`src/rtl/serial_sub_pkg.sv`:
```
// Shared types and helpers for the serial subtractor.
//   sub_state_t : control FSM states (IDLE, RUN, DONE)
//   cnt_width() : slice-counter width, never below 1 bit
package serial_sub_pkg;

  typedef enum logic [1:0] {
    IDLE = 2'd0,
    RUN  = 2'd1,
    DONE = 2'd2
  } sub_state_t;

  // A single-slice build still needs a 1-bit counter to hold a legal vector.
  function automatic int unsigned cnt_width(input int unsigned slices);
    return (slices > 1) ? $clog2(slices) : 1;
  endfunction

endpackage

```
`src/rtl/sub_slice.sv`:
```
// Combinational M-bit subtract slice: {b_out, d} = a - b - b_in.
//   a, b  : M-bit slice operands
//   b_in  : borrow into the slice
//   d     : M-bit slice difference
//   b_out : borrow out of the slice (1 iff a < b + b_in)
module sub_slice #(
  parameter int unsigned M = 8
) (
  input  logic [M-1:0] a,
  input  logic [M-1:0] b,
  input  logic         b_in,
  output logic [M-1:0] d,
  output logic         b_out
);

  logic [M:0] res;

  // One extra bit holds the sign of the true difference, i.e. the borrow.
  always_comb begin
    res = {1'b0, a} - {1'b0, b} - (M+1)'(b_in);
  end

  assign d     = res[M-1:0];
  assign b_out = res[M];

endmodule

```
`src/rtl/serial_subtractor.sv`:
```
// Multi-cycle N-bit unsigned subtractor, diff = a - b - b_in (mod 2^N),
// one M-bit slice per cycle, LSB slice first.
// Both borrow-in variants of each slice are computed; the registered
// borrow picks one.
//   clk, rst            : rising-edge clock, async active-high reset
//   in_valid / in_ready : operand handshake (in_ready high only in IDLE)
//   a, b, b_in          : minuend, subtrahend, borrow-in
//   out_valid/out_ready : result handshake
//   diff, b_out         : result and final borrow
//   ovf                 : signed overflow, present only with SERIAL_SUB_OVF_EN
module serial_subtractor
  import serial_sub_pkg::*;
#(
  parameter int unsigned N = 32,
  parameter int unsigned M = 8
) (
  input  logic         clk,
  input  logic         rst,
  input  logic         in_valid,
  output logic         in_ready,
  input  logic [N-1:0] a,
  input  logic [N-1:0] b,
  input  logic         b_in,
  output logic         out_valid,
  input  logic         out_ready,
  output logic [N-1:0] diff,
  output logic         b_out
`ifdef SERIAL_SUB_OVF_EN
  ,
  output logic         ovf
`endif
);

  localparam int unsigned NS    = N / M;
  localparam int unsigned CNT_W = cnt_width(NS);
  localparam logic [CNT_W-1:0] LAST_CNT = CNT_W'(NS - 1);

  if (N % M != 0) begin : g_bad_cfg
    $error("serial_subtractor: N must be a multiple of M");
  end

  sub_state_t     state_q, state_d;
  logic [CNT_W-1:0] cnt_q, cnt_d;
  logic [N-1:0]   a_q, a_d;
  logic [N-1:0]   b_q, b_d;
  logic [N-1:0]   diff_q, diff_d;
  logic           borrow_q, borrow_d;
  logic           out_valid_q, out_valid_d;
`ifdef SERIAL_SUB_OVF_EN
  logic           ovf_q, ovf_d;
`endif

  logic [M-1:0] a_sl, b_sl, d0, d1, sl_diff;
  logic         bo0, bo1, sl_borrow;

  assign a_sl = a_q[cnt_q*M +: M];
  assign b_sl = b_q[cnt_q*M +: M];

  sub_slice #(.M(M)) u_slice_b0 (
    .a(a_sl), .b(b_sl), .b_in(1'b0), .d(d0), .b_out(bo0)
  );

  sub_slice #(.M(M)) u_slice_b1 (
    .a(a_sl), .b(b_sl), .b_in(1'b1), .d(d1), .b_out(bo1)
  );

  // Registered borrow selects between the precomputed slice results.
  assign sl_diff   = borrow_q ? d1  : d0;
  assign sl_borrow = borrow_q ? bo1 : bo0;

  // State register and datapath flops.
  always_ff @(posedge clk or posedge rst) begin
    if (rst) begin
      state_q     <= IDLE;
      cnt_q       <= '0;
      a_q         <= '0;
      b_q         <= '0;
      diff_q      <= '0;
      borrow_q    <= 1'b0;
      out_valid_q <= 1'b0;
`ifdef SERIAL_SUB_OVF_EN
      ovf_q       <= 1'b0;
`endif
    end else begin
      state_q     <= state_d;
      cnt_q       <= cnt_d;
      a_q         <= a_d;
      b_q         <= b_d;
      diff_q      <= diff_d;
      borrow_q    <= borrow_d;
      out_valid_q <= out_valid_d;
`ifdef SERIAL_SUB_OVF_EN
      ovf_q       <= ovf_d;
`endif
    end
  end

  // Next-state and datapath update.
  always_comb begin
    state_d     = state_q;
    cnt_d       = cnt_q;
    a_d         = a_q;
    b_d         = b_q;
    diff_d      = diff_q;
    borrow_d    = borrow_q;
    out_valid_d = out_valid_q;
`ifdef SERIAL_SUB_OVF_EN
    ovf_d       = ovf_q;
`endif
    unique case (state_q)
      IDLE: begin
        if (in_valid) begin
          a_d      = a;
          b_d      = b;
          borrow_d = b_in;
          cnt_d    = '0;
          state_d  = RUN;
        end
      end
      RUN: begin
        diff_d[cnt_q*M +: M] = sl_diff;
        borrow_d             = sl_borrow;
        if (cnt_q == LAST_CNT) begin
          state_d     = DONE;
          out_valid_d = 1'b1;
`ifdef SERIAL_SUB_OVF_EN
          // Top slice MSB is diff[N-1].
          ovf_d = (a_q[N-1] ^ b_q[N-1]) & (a_q[N-1] ^ sl_diff[M-1]);
`endif
        end else begin
          cnt_d = cnt_q + CNT_W'(1);
        end
      end
      DONE: begin
        if (out_ready) begin
          state_d     = IDLE;
          out_valid_d = 1'b0;
        end
      end
      default: state_d = IDLE;
    endcase
  end

  assign in_ready  = (state_q == IDLE);
  assign out_valid = out_valid_q;
  assign diff      = diff_q;
  assign b_out     = borrow_q;
`ifdef SERIAL_SUB_OVF_EN
  assign ovf       = ovf_q;
`endif

endmodule
```
`config.mk`:
```
export PLATFORM = sky130hd
export DESIGN_NAME = serial_subtractor
export DESIGN_NICKNAME = d
export VERILOG_FILES = /design/src/rtl/serial_sub_pkg.sv /design/src/rtl/sub_slice.sv /design/src/rtl/serial_subtractor.sv
export SDC_FILE = /design/constraint.sdc
export NUM_CORES = 1
export LEC_CHECK = 0
export CORE_MARGIN = 2
export CORE_UTILIZATION = 34
export DETAILED_ROUTE_END_ITERATION = 8
export PLACE_DENSITY_LB_ADDON = 0.05
export SYNTH_ARGS = -nofsm -noshare
export SYNTH_HDL_FRONTEND = slang
export SYNTH_HIERARCHICAL = 1
export SYNTH_SLANG_ARGS = --single-unit
```
`constraint.sdc`:
```
create_clock -name clk -period 7.3 [get_ports clk]
set_clock_uncertainty 0.15 [all_clocks]
set_input_delay 1.46 -clock clk [delete_from_list [all_inputs] [get_ports clk]]
set_output_delay 1.46 -clock clk [all_outputs]
set_load 0.01 [all_outputs]
```
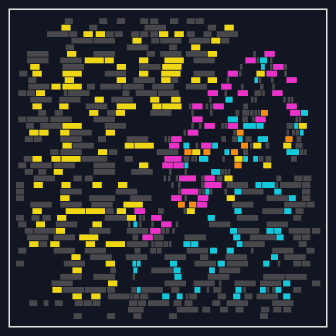
Run 1: selected gate families
multiplexers -> yellow  # cells 91
adder and majority cells -> magenta  # cells 37
XOR/XNOR gates -> orange  # cells 10
inverting AOI/OAI gates -> cyan  # cells 61
logic share of the area: 0.374
Commonest Layout Cell: clkdlybuf4s50_1
Non-Filler Instances: 759

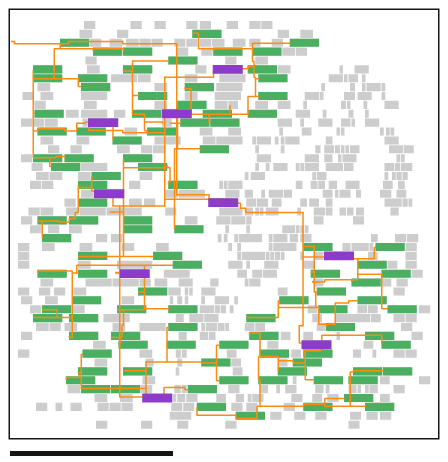
Run 1: clock wires, drivers and flops
Bar = 50 um.
flip-flops -> green  # count 102
cells driving clock nets -> purple  # count 9
clock wires -> orange  # length 1390 um
flops lie = widely spread
routed clock nets = 10

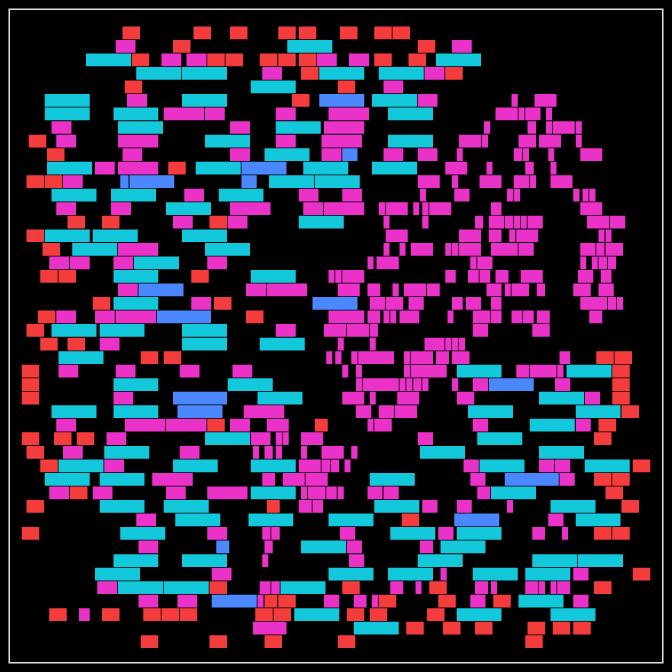
Run 1: placed cells, one color a class
other buffers and delay cells -> red  # cells 106, share of their area 16%
all other logic -> magenta  # cells 319, share of their area 42%
flip-flops -> cyan  # cells 102, share of their area 38%
clock drivers and dummy loads -> blue  # cells 16, share of their area 5.1%
Finished Cell Area: 7060 um^2
Final Util: 0.446
Site Rows: 46
Core Region: 15800 um^2

==> GITHUB_STEP_SUMMARY, run 1 <==
## PnR job results

| Metric | Value |
|---|---|
| Outcome | finished, final reports clean |
| Final Critical Period | 3.57 ns |
| Most frequent cells in the layout | 103 x clkdlybuf4s50_1, 102 x dfrtp_1, 52 x inv_1 |
| Post-route setup TNS | 0 ns |
| Initial antenna violation count | 0 |
| Vias in the first global route | 3766 |
| TritonCTS Buffers | 9 |
| Die area | 17200 um^2 |
| Largest net degree at the start of global routing | 68 |
| Period utilisation layout | 0.489 |
| EDFF count, synth | 0 |
| Final setup violation count | 0 |
| Unique cell types | 47 |
| Final WL | 12500 um |
| Max-cap violations | 0 |
| Worst Max-Slew Pin Slew | 0.905 ns |
| Avg Cell Area, Syn | 12.6 um^2 |
| Io pins | 104 |
| Ys flops | 102 |
| Count of tool warnings | 32 |
| Slew Limit Fails | 0 |
| Peak Freq | 280 MHz |
| Synthesized area | 5490 um^2 |
| Worst EP required | 7.37 ns |
| Max_slew headroom | 0.397 |
| Critical path class | reg2reg |
| First-pass DRT Iterations | 4 |
| Multiplexer share | 0.217 |
| Clock-pin slew on the worst setup and hold paths | 0.08 ns |
| Aoi/oai-family share of the synthesized area | 0.0944 |
| Synth Seq Share | 0.465 |
| CTS max path bufs | 2 |
| Yosys cell count | 437 |
| Gpl congestion | 0.697 |
| Most used DFF post-synth | dfrtp_1 |
| Placed inst area | 6720 um^2 |
| Post-CTS setup buffer count | 0 |
| Die W | 131 um |
| Asr flop ratio synth | 1.00 |
| Hold buffers post-CTS | 0 |
| IO buf count | 103 |
| Family with the most delay on the worst path | multiplexers |
| Yosys simple share | 0.0611 |
| Area growth from synthesis to layout | 28.7% |
| YS chip area | 5490 um^2 |
| CTS tree | done |
| Die Y | 131 um |
| DP HPWL | 9500 um |
| Top non-seq family | multiplexers |
| Remaining Overflow, GRT | 0 |
| Slowest CP cell | mux4_2 |
| Worst skew pair latency | 0.35 ns |
| Final Hold Vio Count | 0 |
[run 1: path summary, 6_finish.rpt]
| path | startpoint | end | slack [ns] | depth (start not counted) |
|---|---|---|---|---|
| setup / recovery | cnt_q[0] | diff[7] | 3.73 | 11 |
| hold / removal | b_q[19] | b_q[19] | 0.33 | 1 |
| setup reg to reg | cnt_q[0] | diff[7] | 3.73 | 11 |
| hold reg to reg | b_q[19] | b_q[19] | 0.33 | 1 |
| max in group asynchronous | rst | b_q[23] | 4.48 | 3 |
| min in group asynchronous | rst | a_q[0] | 1.38 | 2 |
[run 1: through the flow]
stage / cells / hold slack (ns)
2_1_floorplan: 437 / 0.302
3_3_place_gp: 743 / 0.314
3_5_place_dp: 743 / 0.320
4_1_cts: 759 / 0.336
5_1_grt: 759 / 0.350
6_report: 759 / 0.330
[run 1: state kept, by name (all words and copies together), names as in the netlist]
register,cells
a_q,32
state_q,2
b_out,1
cnt_q,2
diff,32
b_q,32
out_valid,1
[run 1: final cells by class]
class,instances,share of cell area
clock buffer,9,0.0319
clock inverter,7,0.0170
inverter,53,0.0285
multi-input combinational,266,0.374
sequential,102,0.361
tap,216,0.0383
timing repair buffer,106,0.149
[run 1: synth_stat cells, types with 3 or more instances]
cell	count	share of area
o31ai_1	8	0.011
xnor2_1	6	0.0096
ha_1	33	0.075
nand2_1	19	0.013
inv_1	53	0.036
dfrtp_1	102	0.47
a21oi_2	4	0.0064
mux2i_1	10	0.018
mux2_2	37	0.076
xor2_1	4	0.0064
a221oi_2	3	0.0082
buf_2	8	0.0073
a21oi_1	3	0.0027
nor2_1	13	0.0089
or2_2	3	0.0034
fa_1	4	0.015
o2bb2ai_1	24	0.038
mux2_1	28	0.057
mux4_2	16	0.066
and2b_1	4	0.0055
o21ai_0	6	0.0055
nand3b_1	3	0.0041
nand3_1	6	0.0055
[run 1: kinds of logic after synthesis]
kind of cell               Yosys count
DFF                                102
AOI/OAI and AO/OA                   63
muxes                               91
buffers and inverters               69
xor gates and xnor gates            10
adders and majority gates           37
other                                2
and+or+nand+nor                     63
[run 1: routing by layer]
metal | vias to the layer above | track usage | wire [um] | part of all wire
met3 | 13 | 0.0446 | 690 | 0.055
met1 | 1767 | 0.218 | 6120 | 0.49
li1 | 1759 | - | - | -
met2 | 65 | 0.233 | 5550 | 0.44
met4 | 0 | 0.0526 | 178 | 0.014
met5 | - | 0 | 0 | 0
==> run 2: changes to the inputs <==
==> constraint.sdc (replaced) <==
create_clock -name clk -period 3.1 [get_ports clk]
set_clock_uncertainty 0.15 [all_clocks]
set_input_delay 0.62 -clock clk [delete_from_list [all_inputs] [get_ports clk]]
set_output_delay 0.62 -clock clk [all_outputs]
set_load 0.01 [all_outputs]
==> run 2 against run 1 <==
  * The run now ends with negative setup slack left
  * Critical path depth is 1 higher
  * Core utilization is 4.1 points higher
  * Non-clock buffer count is 37 higher
  * Register-to-register slack worse by 3.8 ns
  * Via count is 6.6% higher
  * First-iteration DRC count is 14% higher
  * Design area is 9.1% higher
  * Die size stayed put
  * Sequential cell count stayed put
==> GITHUB_STEP_SUMMARY, run 2 <==
## PnR job results

| Metric | Value |
|---|---|
| Outcome | finished, violations left |
| Failing checks | negative setup slack |
| Placed insts | 770 |
| R2R Setup Slk | -0.04 ns |
| Final setup margin | -0.0409 ns |
| RR Startpoint | cnt_q[0] |
| Worst Max-Slew Pin Slew | 0.665 ns |
| Site Rows | 46 |
| Worst skew pair latency | 0.34 ns |
| YS chip area | 5490 um^2 |
| Die W | 131 um |
| Slew Limit Fails | 0 |
| Avg Cell Area, Syn | 12.6 um^2 |
| Critical path class | reg2reg |
| Commonest Layout Cell | clkdlybuf4s50_1 |
| Largest net degree at the start of global routing | 103 |
| Reg2reg end | diff[7] |
| Most frequent cell after synthesis | dfrtp_1 |
| Core Region | 15800 um^2 |
| Synth top area cells | dfrtp_1 47%, mux2_2 7.6%, ha_1 7.5% |
| Hold buffers post-CTS | 0 |
| Synthesized area | 5490 um^2 |
| First-pass DRT Iterations | 4 |
| Clock-pin slew on the worst setup and hold paths | 0.07 ns |
| Area growth from synthesis to layout | 40.4% |
| CTS tree | done |
| Worst setup path startpoint | cnt_q[0] |
| Max_slew headroom | 0.555 |
| Initial antenna violation count | 0 |
| Most used DFF post-synth | dfrtp_1 |
| Peak Freq | 318 MHz |
| Worst EP required | 3.21 ns |
| EDFF count, synth | 0 |
| Period utilisation layout | 1.01 |
| Yosys cell count | 437 |
| Final setup violation count | 6 |
| Max-cap violations | 0 |
| Post-synth top area share | 0.465 |
==> run 2: area by class of cell <==
class | instances | area (um^2) | area share
Clock buffer | 10 | 239 | 0.0310
Clock inverter | 6 | 66.3 | 0.00860
Inverter | 53 | 203 | 0.0263
Multi-Input combinational cell | 266 | 2960 | 0.384
Sequential cell | 102 | 2550 | 0.331
Tap cell | 216 | 270 | 0.0351
Timing Repair Buffer | 143 | 1420 | 0.184
==> run 2: metrics by stage <==
step | instance area, um^2 | TNS, ns | utilization | hold WS [ns]
floorplan | 5500 | 0 | - | 0.302
global placement | 6970 | -1.21 | 0.440 | 0.314
detailed placement | 6970 | -1.49 | 0.440 | 0.319
CTS | 7650 | -0.270 | 0.484 | 0.336
global route | 7710 | -2.21 | 0.487 | 0.348
finish | 7710 | -0.153 | 0.487 | 0.330
==> run 2: cells by family after synthesis <==
| family | after synthesis | synth area share |
|---|---|---|
| muxes | 91 | 0.217 |
| other | 2 | 0.00137 |
| xor gates and xnor gates | 10 | 0.0160 |
| AOI/OAI and AO/OA | 63 | 0.0944 |
| DFF | 102 | 0.465 |
| and+or+nand+nor | 63 | 0.0611 |
| buffers and inverters | 69 | 0.0552 |
| adders and majority gates | 37 | 0.0898 |
==> run 2: how the worst min path moves through the flow <==
stage	startpoint	end	slack, ns	cells after the start
detailed placement	diff[7]	diff[7]	0.32	2
finish	b_q[19]	b_q[19]	0.33	1
global placement	b_q[1]	b_q[1]	0.31	1
global route	b_q[21]	b_q[21]	0.35	1
CTS	diff[7]	diff[7]	0.34	2
floorplan	b_q[16]	b_q[16]	0.30	1
==> run 2: repair_timing <==
item | CTS | global route
resized | 51 | 14
cloned | 1 | 0
setup endpoints to repair | 14 | 19
buffers inserted | 10 | 0
pin swaps | 27 | 10
==> run 2: worst max-delay path: cells and delay by family (launching register included) <==
| family | cells | cell delay, ns |
|---|---|---|
| AND-OR/OR-AND | 4 | 0.59 |
| adder cells (fa/ha/maj) | 2 | 0.72 |
| buffers and inverters | 3 | 0.37 |
| flip-flops | 1 | 0.44 |
| multiplexers | 2 | 0.62 |
| AND/OR/NAND/NOR | 1 | 0.15 |
==> run 2: metal layers <==
metal / track usage / up-vias / routed length [um]
met5: 0 / - / 0
met4: 0.0413 / 0 / 116
met3: 0.0333 / 10 / 410
met2: 0.247 / 67 / 6000
met1: 0.247 / 1943 / 6620
li1: - / 1823 / -
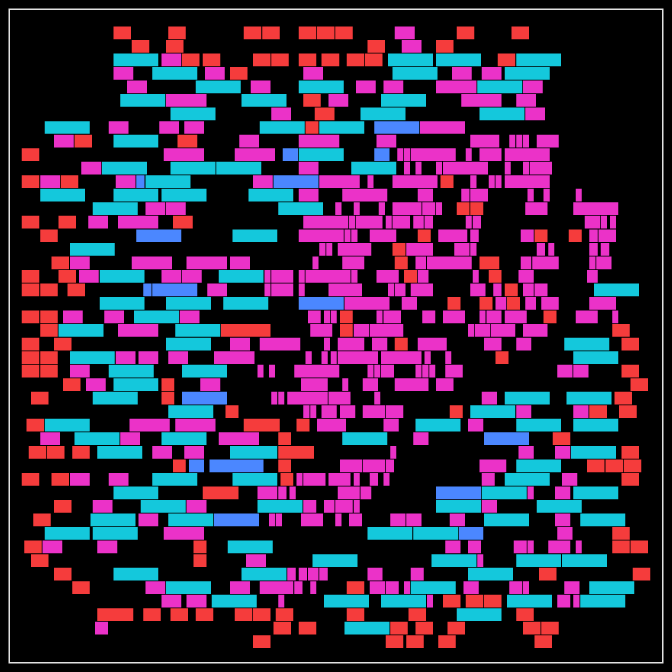
Run 2: placed cells, one color a class
flip-flops -> cyan  # cells 102, share of their area 34%
other buffers and delay cells -> red  # cells 143, share of their area 19%
all other logic -> magenta  # cells 319, share of their area 43%
clock drivers and dummy loads -> blue  # cells 16, share of their area 4.1%

==> run 3: changes to the inputs <==
--- a/config.mk
+++ b/config.mk
@@ -8,6 +8,7 @@
 export CORE_MARGIN = 2
 export CORE_UTILIZATION = 34
 export DETAILED_ROUTE_END_ITERATION = 8
+export GPL_ROUTABILITY_DRIVEN = 1
 export PLACE_DENSITY_LB_ADDON = 0.05
 export SYNTH_ARGS = -nofsm -noshare
 export SYNTH_HDL_FRONTEND = slang
==> run 3 against run 2 <==
  * The run still ends with negative setup slack left
  * Sequential share of layout area did not move
  * Synthesized area did not move
  * First-iteration DRC count did not move
  * Wire length did not move
  * Worst hold slack did not move
  * Critical path type unchanged
  * Largest cell class unchanged
==> GITHUB_STEP_SUMMARY, run 3 <==
## PnR job results

| Metric | Value |
|---|---|
| TritonCTS Buffers | 9 |
| RR Startpoint | cnt_q[0] |
| IO buf count | 103 |
| First-pass DRT Iterations | 4 |
| Ys flops | 102 |
| Most frequent cells in the layout | 103 x clkdlybuf4s50_1, 101 x dfrtp_1, 40 x inv_1 |
| Clock-pin slew on the worst setup and hold paths | 0.07 ns |
| Final setup margin | -0.0409 ns |
| Depth of the most critical reg-to-reg path | 12 |
| CTS max path bufs | 2 |
| Yosys cell count | 437 |
| Outcome | finished, violations left |
| Slew Limit Fails | 0 |
| Remaining Overflow, GRT | 0 |
| Family with the most delay on the worst path | adder cells |
| Final setup violation count | 6 |
| Worst EP required | 3.21 ns |
| Failing checks | negative setup slack |
| Synth area leader | dfrtp_1 |
| Area growth from synthesis to layout | 40.4% |
| Worst setup path startpoint | cnt_q[0] |
| Max-cap violations | 0 |
| R2R Setup Slk | -0.04 ns |
| Non-Filler Instances | 796 |
| Initial antenna violation count | 0 |
| Period utilisation layout | 1.01 |
| Synth top area cells | dfrtp_1 47%, mux2_2 7.6%, ha_1 7.5% |
| Hold buffers post-CTS | 0 |
| Worst skew pair latency | 0.34 ns |
| Post-synth top area share | 0.465 |
| Unique cell types | 47 |
| Die W | 131 um |
| Reg2reg end | diff[7] |
| Avg Cell Area, Syn | 12.6 um^2 |
| Peak Freq | 318 MHz |
| Critical path class | reg2reg |
| YS chip area | 5490 um^2 |
| Final WL | 13100 um |
| Synth Seq Share | 0.465 |
| Hold path startpoint | b_q[19] |
| Io pins | 104 |
| Hold Path Sink | b_q[19] |
| Asr flop ratio synth | 1.00 |
| Post-route setup TNS | -0.153 ns |
| Final Util | 0.487 |
| Die Y | 131 um |
[run 3: logic make-up after synthesis]
group,Yosys count,synth area share
DFF,102,0.465
muxes,91,0.217
buffers and inverters,69,0.0552
AOI/OAI and AO/OA,63,0.0944
and+or+nand+nor,63,0.0611
adders and majority gates,37,0.0898
xor gates and xnor gates,10,0.0160
other,2,0.00137
[run 3: final cells by class]
type | instances | area [um^2]
inverter | 53 | 203
multi-input combinational | 266 | 2960
sequential | 102 | 2550
clock inverter | 6 | 66.3
clock buffer | 10 | 239
timing repair buffer | 143 | 1420
tap | 216 | 270
fill | 1436 | 8120
[run 3: repair_timing]
| action | 4_1_cts | 5_1_grt |
|---|---|---|
| buffers inserted | 10 | 0 |
| endpoints found under the setup margin | 14 | 19 |
| pin swaps | 27 | 10 |
| gates cloned | 1 | 0 |
| resized | 51 | 14 |
[run 3: per-layer routing]
| metal | GRT usage | vias to the layer above | routed length [um] |
|---|---|---|---|
| met5 | 0 | - | 0 |
| met4 | 0.0413 | 0 | 116 |
| met3 | 0.0333 | 10 | 410 |
| met2 | 0.247 | 67 | 6000 |
| met1 | 0.247 | 1943 | 6620 |
| li1 | - | 1823 | - |
[run 3: worst max-delay path by stage]
stage	to	slack (ns)	cells after the start
CTS	b_out	-0.05	13
global placement	diff[5]	-0.19	11
finish	diff[7]	-0.04	12
global route	diff[7]	-0.19	12
floorplan	diff[5]	0.07	11
detailed placement	diff[5]	-0.22	11
[run 3: stage by stage]
stage	setup slack, ns	hold slack, ns	instance area [um^2]
floorplan	0.0660	0.302	5500
finish	-0.0409	0.330	7710
detailed placement	-0.223	0.319	6970
global placement	-0.192	0.314	6970
global route	-0.191	0.348	7710
CTS	-0.0515	0.336	7650
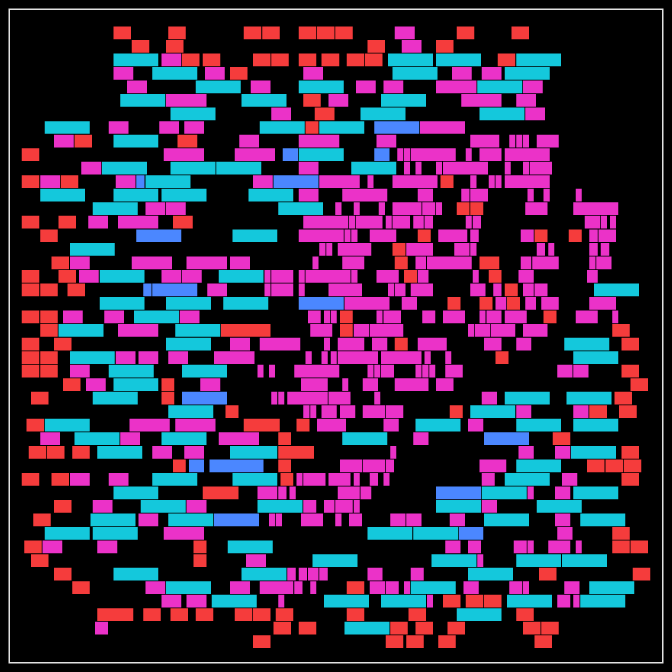
Run 3: placed cells, one color a class
clock drivers and dummy loads -> blue  # cells 16, share of their area 4.1%
all other logic -> magenta  # cells 319, share of their area 43%
other buffers and delay cells -> red  # cells 143, share of their area 19%
flip-flops -> cyan  # cells 102, share of their area 34%
flop share of the area: 0.331
Finished Cell Area: 7710 um^2

